### Register map, names as in the netlist

Other sequential cells in the stronger grey, the rest of the logic in the fainter grey.
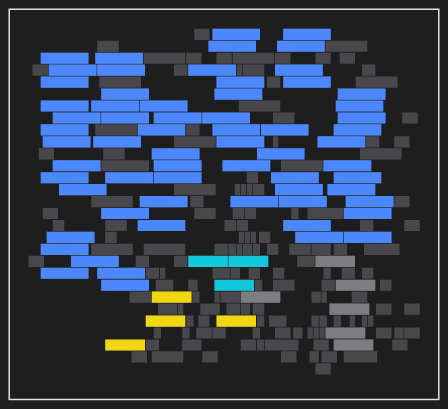
### I/O nets highlighted

Scale bar: 20 um.
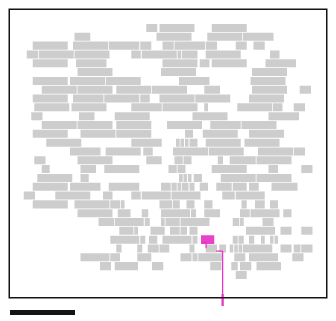
### The metal 1 layer

Supply wires on this layer in grey. Cells faint in the background.
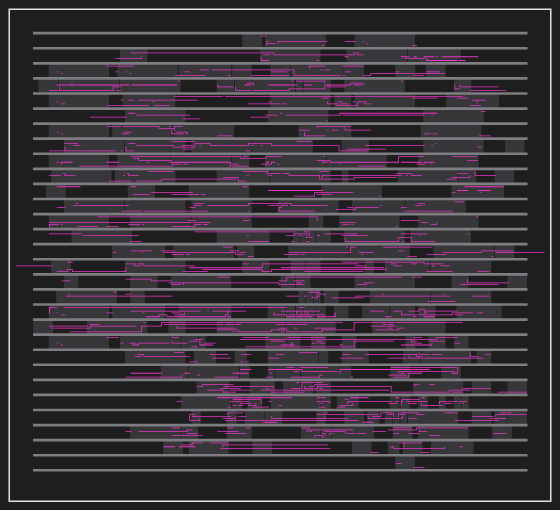
File: config.mk
export PLATFORM = sky130hd
export DESIGN_NAME = io_tx_buffer_flat
export DESIGN_NICKNAME = d
export VERILOG_FILES = /design/src/rtl/io_tx_buffer_if.sv /design/src/rtl/io_tx_buffer.sv /design/src/flat_wrapper.sv
export SDC_FILE = /design/constraint.sdc
export NUM_CORES = 1
export LEC_CHECK = 0
export CAP_MARGIN = 20
export CORE_ASPECT_RATIO = 0.9
export CORE_MARGIN = 4
export CORE_UTILIZATION = 45
export CTS_CLUSTER_DIAMETER = 80
export DETAILED_ROUTE_END_ITERATION = 12
export MAX_ROUTING_LAYER = met4
export PLACE_DENSITY_LB_ADDON = 0.15
export SYNTH_ARGS = -nofsm -noshare
export SYNTH_HDL_FRONTEND = slang
export SYNTH_SLANG_ARGS = --single-unit
File: constraint.sdc
create_clock -name clk_in -period 3.2 [get_ports clk_in]
set_input_delay 0.48 -clock clk_in [delete_from_list [all_inputs] [get_ports clk_in]]
set_output_delay 0.48 -clock clk_in [all_outputs]
set_load 0.02 [all_outputs]
File: src/rtl/io_tx_buffer_if.sv
// CPU write-bus and UART byte-handshake signals of io_tx_buffer.
// The slave modport is the buffer; the master modport is the CPU/UART side.
interface io_tx_buffer_if;
  logic        rdy_in;
  logic [31:0] mem_a;
  logic [7:0]  mem_dout;
  logic        mem_wr;
  logic        io_buffer_full;
  logic        tx_valid;
  logic [7:0]  tx_data;
  logic        tx_ready;

  modport master (
    output rdy_in, mem_a, mem_dout, mem_wr, tx_ready,
    input  io_buffer_full, tx_valid, tx_data
  );

  modport slave (
    input  rdy_in, mem_a, mem_dout, mem_wr, tx_ready,
    output io_buffer_full, tx_valid, tx_data
  );
endinterface

File: src/rtl/io_tx_buffer.sv
// Memory-mapped byte FIFO feeding a UART, with a drain-then-NUL program-stop sequence.
// Optional macro IO_TX_FILTER_NUL_EN: CPU pushes of 8'h00 are discarded.
module io_tx_buffer #(
  parameter int DEPTH_BIT   = 3,
  parameter int FULL_MARGIN = 2
) (
  input  logic          clk_in,
  input  logic          rst_in,
  io_tx_buffer_if.slave bus,
  output logic          halted,
  output logic          ovf
);
  localparam int DEPTH = 1 << DEPTH_BIT;
  localparam logic [DEPTH_BIT:0] COUNT_FULL = (DEPTH_BIT + 1)'(DEPTH);
  localparam logic [DEPTH_BIT:0] COUNT_HIGH = (DEPTH_BIT + 1)'(DEPTH - FULL_MARGIN);

  typedef enum logic [1:0] {ST_SEND, ST_DRAIN, ST_NUL, ST_HALT} state_e;

  state_e               state_q, state_d;
  logic [DEPTH_BIT-1:0] wr_ptr_q, wr_ptr_d;
  logic [DEPTH_BIT-1:0] rd_ptr_q, rd_ptr_d;
  logic [DEPTH_BIT:0]   count_q, count_d;
  logic                 ovf_q, ovf_d;
  logic [7:0]           mem_q [DEPTH];

  logic sel_io, push_req, stop_req, push_ok, pop;
  logic fifo_full, fifo_empty, fifo_side;
  logic unused_addr_bits;

  // Only bits 17:16 and 2 take part in the decode.
  assign sel_io           = bus.rdy_in & bus.mem_wr & (bus.mem_a[17:16] == 2'b11);
  assign stop_req         = sel_io & bus.mem_a[2];
  assign unused_addr_bits = ^{bus.mem_a[31:18], bus.mem_a[15:3], bus.mem_a[1:0]};
`ifdef IO_TX_FILTER_NUL_EN
  assign push_req = sel_io & ~bus.mem_a[2] & (bus.mem_dout != 8'h00);
`else
  assign push_req = sel_io & ~bus.mem_a[2];
`endif

  assign fifo_full  = (count_q == COUNT_FULL);
  assign fifo_empty = (count_q == '0);
  assign fifo_side  = (state_q == ST_SEND) || (state_q == ST_DRAIN);
  assign pop        = fifo_side & ~fifo_empty & bus.tx_ready;
  // A pop frees the head slot in the same cycle, so a full FIFO still accepts.
  assign push_ok    = push_req & (state_q == ST_SEND) & (~fifo_full | pop);

  // NOTE: sequential state uses non-blocking <= so every flop samples pre-edge values.
  always_ff @(posedge clk_in or negedge rst_in) begin
    if (!rst_in) begin
      state_q  <= ST_SEND;
      wr_ptr_q <= '0;
      rd_ptr_q <= '0;
      count_q  <= '0;
      ovf_q    <= 1'b0;
    end else begin
      state_q  <= state_d;
      wr_ptr_q <= wr_ptr_d;
      rd_ptr_q <= rd_ptr_d;
      count_q  <= count_d;
      ovf_q    <= ovf_d;
    end
  end

  // NOTE: storage has no reset; an entry is only ever read after it was written.
  always_ff @(posedge clk_in) begin
    if (push_ok) mem_q[wr_ptr_q] <= bus.mem_dout;
  end

  // NOTE: every always_comb output gets a default first, so no path can infer a latch.
  always_comb begin
    wr_ptr_d = wr_ptr_q;
    rd_ptr_d = rd_ptr_q;
    count_d  = count_q;
    ovf_d    = ovf_q;
    if (push_ok) wr_ptr_d = wr_ptr_q + 1'b1;
    if (pop)     rd_ptr_d = rd_ptr_q + 1'b1;
    if (push_ok && !pop)      count_d = count_q + 1'b1;
    else if (pop && !push_ok) count_d = count_q - 1'b1;
    if (push_req && (state_q == ST_SEND) && fifo_full && !pop) ovf_d = 1'b1;
  end

  always_comb begin
    state_d = state_q;
    unique case (state_q)
      ST_SEND:  if (stop_req)     state_d = ST_DRAIN;
      ST_DRAIN: if (fifo_empty)   state_d = ST_NUL;
      ST_NUL:   if (bus.tx_ready) state_d = ST_HALT;
      ST_HALT:                    state_d = ST_HALT;
    endcase
  end

  always_comb begin
    bus.tx_valid       = 1'b0;
    bus.tx_data        = 8'h00;
    bus.io_buffer_full = 1'b1;
    halted             = 1'b0;
    unique case (state_q)
      ST_SEND, ST_DRAIN: begin
        bus.tx_valid = ~fifo_empty;
        bus.tx_data  = fifo_empty ? 8'h00 : mem_q[rd_ptr_q];
        if (state_q == ST_SEND) bus.io_buffer_full = (count_q >= COUNT_HIGH);
      end
      ST_NUL:  bus.tx_valid = 1'b1;
      ST_HALT: halted       = 1'b1;
    endcase
  end

  assign ovf = ovf_q;
endmodule

File: src/flat_wrapper.sv
// flat-port wrapper written by rule: the top's interface ports become plain ports
module io_tx_buffer_flat 
#(
  parameter int DEPTH_BIT   = 3,
  parameter int FULL_MARGIN = 2
)
  (clk_in, rst_in, halted, ovf, bus_rdy_in, bus_mem_a, bus_mem_dout, bus_mem_wr, bus_tx_ready, bus_io_buffer_full, bus_tx_valid, bus_tx_data);
  io_tx_buffer_if bus_i ();
  input  logic clk_in;
  input  logic rst_in;
  output logic halted;
  output logic ovf;
  input wire logic [$bits(bus_i.rdy_in)-1:0] bus_rdy_in;
  input wire logic [$bits(bus_i.mem_a)-1:0] bus_mem_a;
  input wire logic [$bits(bus_i.mem_dout)-1:0] bus_mem_dout;
  input wire logic [$bits(bus_i.mem_wr)-1:0] bus_mem_wr;
  input wire logic [$bits(bus_i.tx_ready)-1:0] bus_tx_ready;
  output wire logic [$bits(bus_i.io_buffer_full)-1:0] bus_io_buffer_full;
  output wire logic [$bits(bus_i.tx_valid)-1:0] bus_tx_valid;
  output wire logic [$bits(bus_i.tx_data)-1:0] bus_tx_data;
  assign bus_i.rdy_in = bus_rdy_in;
  assign bus_i.mem_a = bus_mem_a;
  assign bus_i.mem_dout = bus_mem_dout;
  assign bus_i.mem_wr = bus_mem_wr;
  assign bus_i.tx_ready = bus_tx_ready;
  assign bus_io_buffer_full = bus_i.io_buffer_full;
  assign bus_tx_valid = bus_i.tx_valid;
  assign bus_tx_data = bus_i.tx_data;
  io_tx_buffer #(.DEPTH_BIT(DEPTH_BIT), .FULL_MARGIN(FULL_MARGIN)) u_core (.clk_in(clk_in), .rst_in(rst_in), .bus(bus_i), .halted(halted), .ovf(ovf));
endmodule
==> reports/qor.txt <==
EDFF count, synth: 64
Total setup buffers inserted after CTS: 0
Total power: 2767 uW
Critical Path End Type: output pin
Async set-reset flop share out of synthesis: 16.88%
Outcome: completed
R2r startpoint: u_core.count_q[1]
CP cell instances: mux4_1 -> a22o_1 -> clkdlybuf4s50_1
Multi-input gates: 83
Placed instance count: 296
R2r endpoint: u_core.count_q[3]
Hold Violations, Final: 0
WL met2: 2.972 mm
Combinational power: 765 uW
Layout cell share with drive strength beyond 1: 16.89%
Area fraction in and, or, nand and nor cells: 6.409%
Drt drc: 0
GRT Max-Usage Layer: met2
Final clock-cell share: 4.932%
Nonclk inv count: 4
WHS Path Cells: 1
CTS tree: yes
Repair and plain buffers: 39
Floorplan utilization: 46.04%
Post-CTS Hold Buffers: 0
Yosys xor share: 1.892%
-- 'Register map, names as in the netlist' (at the start) --
- cyan: u_core.wr_ptr_q (flops 3)
- blue: u_core.mem_q (flops 64)
- yellow: u_core.count_q (flops 4)
- not coloured: 6

-- 'I/O nets highlighted' (at the start) --
- magenta: bus_io_buffer_full (direction output; end cells 1; buffers 1; wire 18.7 um)
Top-Level Pins: 57
Buffers on Ports: 27

-- 'The metal 1 layer' (at the start) --
- nets with wire on the layer: 218
- longest straight run: 42.8 um
- main direction: horizontal
DR vias: 1666
final WL: 5.932 mm
M1 GR Usage: 18.28%

Power and IR drop assume default switching activity.
